**Power grid**

Pins as bars on the die edge. Tap cells in gray.
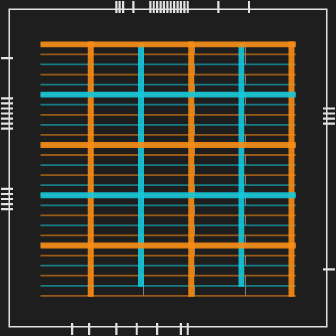
**Placed cells, one color a class**

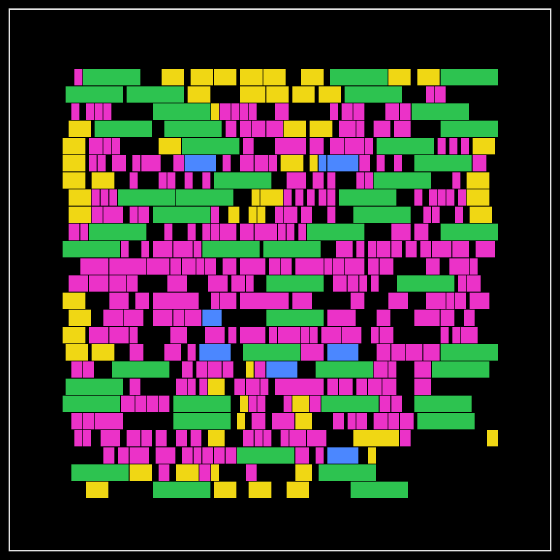
**Clock network drawn from the DEF**

Scale bar: 20 um.
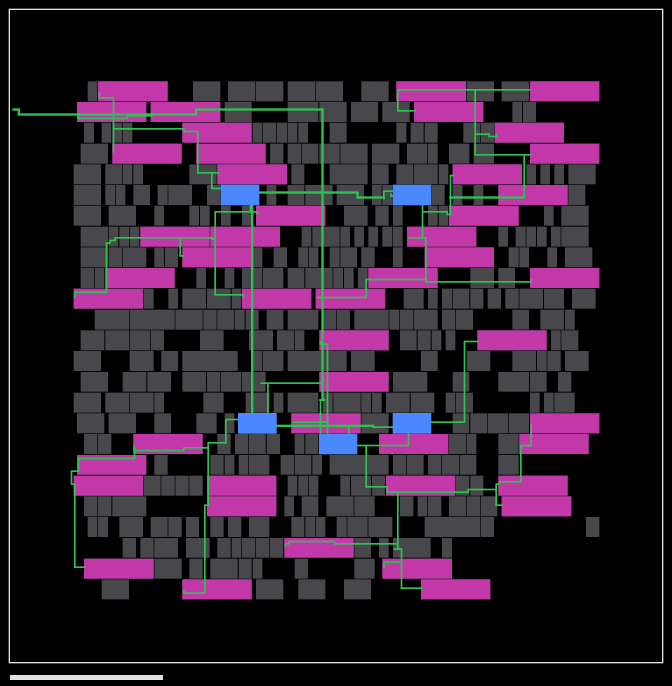
**Wiring by layer**

Scale bar: 20 um.
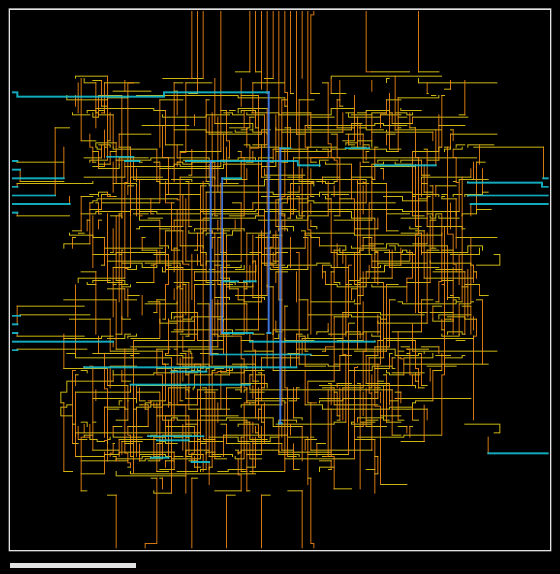
===== config.mk =====
export PLATFORM = sky130hd
export DESIGN_NAME = sobel_frame_ctrl_flat
export DESIGN_NICKNAME = d
export VERILOG_FILES = /design/src/rtl/sobel_pkg.sv /design/src/rtl/sobel_frame_ctrl_if.sv /design/src/rtl/sobel_vld_pipe.sv /design/src/rtl/sobel_frame_ctrl.sv /design/src/flat_wrapper.sv
export SDC_FILE = /design/constraint.sdc
export NUM_CORES = 1
export LEC_CHECK = 0
export CAP_MARGIN = 20
export CORE_MARGIN = 8
export CORE_UTILIZATION = 58
export DETAILED_ROUTE_END_ITERATION = 8
export GPL_TIMING_DRIVEN = 0
export PLACE_DENSITY = 0.82
export SLEW_MARGIN = 15
export SYNTH_ARGS = -nofsm -noshare
export SYNTH_HDL_FRONTEND = slang
export SYNTH_SLANG_ARGS = --single-unit

===== constraint.sdc =====
create_clock -name clk -period 3.7 [get_ports clk]
set_input_delay 0.74 -clock clk [delete_from_list [all_inputs] [get_ports clk]]
set_output_delay 0.74 -clock clk [all_outputs]
set_load 0.1 [all_outputs]

===== src/rtl/sobel_pkg.sv =====
// Shared types and constants for the streaming 3x3 Sobel block.
// Holds the frame-sequencer state encoding, size defaults and datapath widths.
package sobel_pkg;

    localparam logic [2:0] ST_IDLE   = 3'd0;
    localparam logic [2:0] ST_ACTIVE = 3'd1;
    localparam logic [2:0] ST_DRAIN  = 3'd2;
    localparam logic [2:0] ST_DONE   = 3'd3;
    localparam logic [2:0] ST_ERR    = 3'd4;

    typedef enum logic [2:0] {
        IDLE   = ST_IDLE,
        ACTIVE = ST_ACTIVE,
        DRAIN  = ST_DRAIN,
        DONE   = ST_DONE,
        ERR    = ST_ERR
    } state_t;

    localparam int MAX_W_DEF = 512;
    localparam int MAX_H_DEF = 512;
    localparam int PIX_W     = 8;
    localparam int GRAD_W    = 11;
    localparam logic [PIX_W-1:0] CLAMP_VAL = 8'd255;

    // A 3x3 window needs at least three rows and columns; larger than the buffers is unusable.
    function automatic logic dims_ok(input int w, input int h, input int max_w, input int max_h);
        return (w >= 3) && (w <= max_w) && (h >= 3) && (h <= max_h);
    endfunction

endpackage


===== src/rtl/sobel_frame_ctrl_if.sv =====
// Control/handshake bundle between the Sobel frame sequencer and its surroundings.
// master = sequencer side, slave = pixel source, line buffers, datapath and sink.
interface sobel_frame_ctrl_if #(
    parameter int CW = 9,
    parameter int RW = 9
);
    logic          start;
    logic [CW:0]   cfg_width;
    logic [RW:0]   cfg_height;
    logic          in_valid;
    logic          in_ready;
    logic          lb_wr_en;
    logic [CW-1:0] lb_addr;
    logic          lb_rotate;
    logic          win_valid;
    logic          dp_ce;
    logic          out_valid;
    logic          out_ready;
    logic          busy;
    logic          done;
    logic          cfg_err;

    modport master (
        input  start, cfg_width, cfg_height, in_valid, out_ready,
        output in_ready, lb_wr_en, lb_addr, lb_rotate, win_valid, dp_ce,
               out_valid, busy, done, cfg_err
    );

    modport slave (
        output start, cfg_width, cfg_height, in_valid, out_ready,
        input  in_ready, lb_wr_en, lb_addr, lb_rotate, win_valid, dp_ce,
               out_valid, busy, done, cfg_err
    );

endinterface


===== src/rtl/sobel_vld_pipe.sv =====
// Result-valid shadow of the Sobel datapath: DP_LAT-bit shift register advancing on en.
// Latency DP_LAT enabled cycles; holds its contents while en is low (downstream stall).
module sobel_vld_pipe #(
    parameter int DP_LAT = 3
) (
    input  logic              clk,
    input  logic              rst_n,
    input  logic              en,
    input  logic              din,
    output logic [DP_LAT-1:0] q
);

    generate
        if (DP_LAT == 1) begin : g_single
            always_ff @(posedge clk or negedge rst_n) begin
                if (!rst_n) begin
                    q <= '0;
                end else if (en) begin
                    q <= din;
                end
            end
        end else begin : g_chain
            always_ff @(posedge clk or negedge rst_n) begin
                if (!rst_n) begin
                    q <= '0;
                end else if (en) begin
                    q <= {q[DP_LAT-2:0], din};
                end
            end
        end
    endgenerate

endmodule


===== src/rtl/sobel_frame_ctrl.sv =====
// Frame sequencer for the 3x3 Sobel datapath: raster position, line-buffer control, result valid.
// Result DP_LAT cycles after its window pixel; an unaccepted result freezes the pipe and input.
module sobel_frame_ctrl
    import sobel_pkg::*;
#(
    parameter int MAX_W  = MAX_W_DEF,
    parameter int MAX_H  = MAX_H_DEF,
    parameter int DP_LAT = 3
) (
    input  logic               clk,
    input  logic               rst_n,
    sobel_frame_ctrl_if.master bus
);

    localparam int CW = $clog2(MAX_W);
    localparam int RW = $clog2(MAX_H);
    localparam logic [CW:0] ONE_W = (CW+1)'(1);
    localparam logic [RW:0] ONE_H = (RW+1)'(1);

    state_t            state;
    logic [CW:0]       w_lat;
    logic [RW:0]       h_lat;
    logic [CW-1:0]     col;
    logic [RW-1:0]     row;
    logic [DP_LAT-1:0] vld_sr;
    logic              busy_q;
    logic              done_q;
    logic              err_q;

    logic stall;
    logic dp_ce;
    logic in_ready;
    logic accept;
    logic col_last;
    logic row_last;
    logic win;
    logic cfg_ok;

    assign stall    = vld_sr[DP_LAT-1] & ~bus.out_ready;
    assign dp_ce    = ~stall & (state != IDLE);
    assign in_ready = (state == ACTIVE) & ~stall;
    assign accept   = bus.in_valid & in_ready;

    assign col_last = ({1'b0, col} == (w_lat - ONE_W));
    assign row_last = ({1'b0, row} == (h_lat - ONE_H));
    // row>=2 && col>=2 without a width-mismatched compare
    assign win      = accept & (|row[RW-1:1]) & (|col[CW-1:1]);
    assign cfg_ok   = dims_ok(int'(bus.cfg_width), int'(bus.cfg_height), MAX_W, MAX_H);

    always_ff @(posedge clk or negedge rst_n) begin
        if (!rst_n) begin
            state  <= IDLE;
            w_lat  <= '0;
            h_lat  <= '0;
            col    <= '0;
            row    <= '0;
            busy_q <= 1'b0;
            done_q <= 1'b0;
            err_q  <= 1'b0;
        end else begin
            done_q <= 1'b0;
            err_q  <= 1'b0;
            case (state)
                IDLE: begin
                    if (bus.start) begin
                        if (cfg_ok) begin
                            state  <= ACTIVE;
                            busy_q <= 1'b1;
                            w_lat  <= bus.cfg_width;
                            h_lat  <= bus.cfg_height;
                            col    <= '0;
                            row    <= '0;
                        end else begin
                            state <= ERR;
                            err_q <= 1'b1;
                        end
                    end
                end
                ACTIVE: begin
                    if (accept) begin
                        if (col_last) begin
                            col <= '0;
                            row <= row + RW'(1);
                            if (row_last) begin
                                state <= DRAIN;
                            end
                        end else begin
                            col <= col + CW'(1);
                        end
                    end
                end
                DRAIN: begin
                    if (vld_sr == '0) begin
                        state  <= DONE;
                        busy_q <= 1'b0;
                        done_q <= 1'b1;
                    end
                end
                DONE:    state <= IDLE;
                ERR:     state <= IDLE;
                default: state <= IDLE;
            endcase
        end
    end

    sobel_vld_pipe #(
        .DP_LAT (DP_LAT)
    ) u_vld_pipe (
        .clk   (clk),
        .rst_n (rst_n),
        .en    (dp_ce),
        .din   (win),
        .q     (vld_sr)
    );

    assign bus.in_ready  = in_ready;
    assign bus.dp_ce     = dp_ce;
    assign bus.lb_wr_en  = accept;
    assign bus.lb_addr   = col;
    assign bus.lb_rotate = accept & col_last;
    assign bus.win_valid = win;
    assign bus.out_valid = vld_sr[DP_LAT-1];
    assign bus.busy      = busy_q;
    assign bus.done      = done_q;
    assign bus.cfg_err   = err_q;

endmodule

===== src/flat_wrapper.sv =====
// flat-port wrapper written by rule: the top's interface ports become plain ports
module sobel_frame_ctrl_flat import sobel_pkg::*;
#(
    parameter int MAX_W  = MAX_W_DEF,
    parameter int MAX_H  = MAX_H_DEF,
    parameter int DP_LAT = 3
)
  (clk, rst_n, bus_start, bus_cfg_width, bus_cfg_height, bus_in_valid, bus_out_ready, bus_in_ready, bus_lb_wr_en, bus_lb_addr, bus_lb_rotate, bus_win_valid, bus_dp_ce, bus_out_valid, bus_busy, bus_done, bus_cfg_err);
  sobel_frame_ctrl_if bus_i ();
  input  logic clk;
  input  logic rst_n;
  input wire logic [$bits(bus_i.start)-1:0] bus_start;
  input wire logic [$bits(bus_i.cfg_width)-1:0] bus_cfg_width;
  input wire logic [$bits(bus_i.cfg_height)-1:0] bus_cfg_height;
  input wire logic [$bits(bus_i.in_valid)-1:0] bus_in_valid;
  input wire logic [$bits(bus_i.out_ready)-1:0] bus_out_ready;
  output wire logic [$bits(bus_i.in_ready)-1:0] bus_in_ready;
  output wire logic [$bits(bus_i.lb_wr_en)-1:0] bus_lb_wr_en;
  output wire logic [$bits(bus_i.lb_addr)-1:0] bus_lb_addr;
  output wire logic [$bits(bus_i.lb_rotate)-1:0] bus_lb_rotate;
  output wire logic [$bits(bus_i.win_valid)-1:0] bus_win_valid;
  output wire logic [$bits(bus_i.dp_ce)-1:0] bus_dp_ce;
  output wire logic [$bits(bus_i.out_valid)-1:0] bus_out_valid;
  output wire logic [$bits(bus_i.busy)-1:0] bus_busy;
  output wire logic [$bits(bus_i.done)-1:0] bus_done;
  output wire logic [$bits(bus_i.cfg_err)-1:0] bus_cfg_err;
  assign bus_i.start = bus_start;
  assign bus_i.cfg_width = bus_cfg_width;
  assign bus_i.cfg_height = bus_cfg_height;
  assign bus_i.in_valid = bus_in_valid;
  assign bus_i.out_ready = bus_out_ready;
  assign bus_in_ready = bus_i.in_ready;
  assign bus_lb_wr_en = bus_i.lb_wr_en;
  assign bus_lb_addr = bus_i.lb_addr;
  assign bus_lb_rotate = bus_i.lb_rotate;
  assign bus_win_valid = bus_i.win_valid;
  assign bus_dp_ce = bus_i.dp_ce;
  assign bus_out_valid = bus_i.out_valid;
  assign bus_busy = bus_i.busy;
  assign bus_done = bus_i.done;
  assign bus_cfg_err = bus_i.cfg_err;
  sobel_frame_ctrl #(.MAX_W(MAX_W), .MAX_H(MAX_H), .DP_LAT(DP_LAT)) u_core (.clk(clk), .rst_n(rst_n), .bus(bus_i));
endmodule

==> run notes <==
run results: clock latency on the worst-skew pair=300 ps, nets@finish=414, MUX area fraction=0.716%, Syn Inst Count=332, GPL Wtd Cong=0.832, top post-synthesis cells by count=nand2_1, dfrtp_1, o21ai_0, core area=4690 um2, Yosys chip area=2800 um2, Top Consumer=combinational logic, DRT Pass-1 Iters=4, Post-DRT Antenna Nets=0, DP Area=3320 um2, net load switching power=1.13 mW, Comb power frac=50.1%, AND/OR/NAND/NOR Cells, Area Fraction=29.4%, count leader, synth=nand2_1, # clock sinks=47, WP depth=7, fmax=0.284 GHz, ys flop type=dfrtp_1, Clock power frac=13.8%, Top-Level Pins=43, Flop pwr share=36.1%, Dominant cell area share=42.0%, number of synthesized flops with an enable pin=0, First DRT Iteration DRCs=114, Worst EP arrival=2780 ps, Worst Hold Class=input port to async pin, async set-or-reset flop fraction in the synthesized netlist=100%, first-pass GRT wire length=11.9 mm, chip height=85.5 um, OpenROAD warnings=26, Registers, synthesis=47, Reg clk slew, reported paths=90 ps, top cells by area=dfrtp_1, nand2_1, o21ai_0, Critical Path Fanout Max=10, Hold Buf Count CTS=0, comb. cell area=1540 um2, Slew @ Worst Pin=989 ps, met2 WL=3.41 mm, Die Area=7300 um2, DRC viols=0, wire length on met3=304 um, Max Slew Vio Count=0, Sw Share=47.7%, CP top delay family=buffers and inverters, n_diodes=0, maxcap violations=0, met2 Usage GRT=33.9%, DRT met1 WL=3.07 mm, largest net degree at the start of global routing=31, Adder Share, Synth=1.79%, Crit Path Category=input port to primary output, Area Overhead vs Synth=23.2%, port bufs=42, CTS H-tree lvls=2, post-route minimum period=3520 ps, CTS buffer count=5, Int Pwr=1.24 mW, Leakage=1.50 nW, Seq. cell area=1180 um2, outcome=finished clean, Die Wd=85.5 um, RSZ-0062 raised after global routing=false, antenna violations before repair=0, maximum VDD drop=0.552 mV, floorplan core density=59.6%, GR Util All Layers=20.2%, CP max stage cell=clkdlybuf4s15_1, Synth Warn #=0, power of the combinational group=1.19 mW, CTS Buffer Depth=2, Top Usage Layer GRT=met2, crit-path cells=clkdlybuf4s50_1 > nor2b_1 > nor2b_4 > nand2_1 > inv_1 > clkbuf_4 > clkdlybuf4s15_1, Setup WS pre-CTS=-407 ps, worst setup path start=bus_out_ready, Worst R2R Start=u_core.w_lat[0]$_DFFE_PN0P_, Power Dens Cells=690 nW/um2, Seq power=0.859 mW, Yosys Instances=332, Top logic family=simple AND/OR/NAND/NOR gates, Avg Vias per Cell=5.80, CTS root buf=clkbuf_8, clock network power=0.328 mW, Slew HR=33.9%, Syn Nets=361, drt total wl=6.92 mm, total grt overflow=0
About 'power grid':
legend:
  cyan:
    net: VDD
  orange:
    net: VSS
met1 rails: 26
met5 straps: 5
met4 straps: 5

About 'placed cells, one color a class':
legend:
  yellow:
    class: remaining buffers and delay cells
    cells: 58
    share_of_their_area: 15%
  magenta:
    class: combinational and other logic
    cells: 273
    share_of_their_area: 47%
  blue:
    class: clock drivers and dummy loads
    cells: 8
    share_of_their_area: 2.8%
  green:
    class: sequential cells
    cells: 47
    share_of_their_area: 35%

About 'clock network drawn from the DEF':
legend:
  green:
    item: clock wires
    length: 589 um
  blue:
    item: clock drivers
    count: 5
  magenta:
    item: flip-flops
    count: 47
routed clock nets: 6
flops lie: widely spread

About 'wiring by layer':
legend:
  blue:
    layer: metal 4
    wire_length: 137 um
  cyan:
    layer: metal 3
    wire_length: 305 um
  yellow:
    layer: metal 1
    wire_length: 3070 um
  orange:
    layer: metal 2
    wire_length: 3410 um

-- worst register-to-register path, delay by kind of cell, from the launching register on --
kind | cells | cell delay, ps
AND/OR/NAND/NOR | 4 | 950
AND-OR/OR-AND | 2 | 570
flip-flops | 1 | 430
buffers and inverters | 2 | 310
adder cells (fa/ha/maj) | 1 | 220
XOR/XNOR | 1 | 150
-- cell type report --
type	instances	share of cell area, %
Buffer	12	1.45
Sequential cell	47	34.1
Inverter	16	1.85
Tap cell	54	1.96
Multi-Input combinational cell	257	44.6
Timing Repair Buffer	46	13.3
Clock inverter	1	0.254
Clock buffer	7	2.51
-- per-stage QoR --
| stage | power, mW | cells | utilization [%] | hold slack (ps) | TNS, ps |
|---|---|---|---|---|---|
| floorplan | 1.75 | 332 | - | 444 | 0 |
| global placement | 2.01 | 428 | 70.5 | 491 | -777 |
| detailed placement | 2.04 | 429 | 70.8 | 497 | -856 |
| CTS | 2.38 | 437 | 72.9 | 375 | 0 |
| global route | 2.55 | 440 | 73.4 | 388 | 0 |
| finish | 2.38 | 440 | 73.4 | 361 | 0 |
-- repair_timing --
item,in CTS,in global routing
pin swaps,0,1
resized,10,2
endpoints found under the setup margin,3,2
buffers inserted,0,3
-- final timing paths --
kind / to / slack, ps
worst max register to register: u_core.row[4]$_DFFE_PN0P_ / 1000
worst min register to register: u_core.h_lat[9]$_DFFE_PN0P_ / 510
max in group asynchronous: u_core.row[1]$_DFFE_PN0P_ / 2830
min in group clk: u_core.h_lat[9]$_DFFE_PN0P_ / 510
worst min-delay path: u_core.row[5]$_DFFE_PN0P_ / 360
worst max-delay path: bus_lb_wr_en / 180
No activity file was given, so power comes from the tool's default toggle rates.
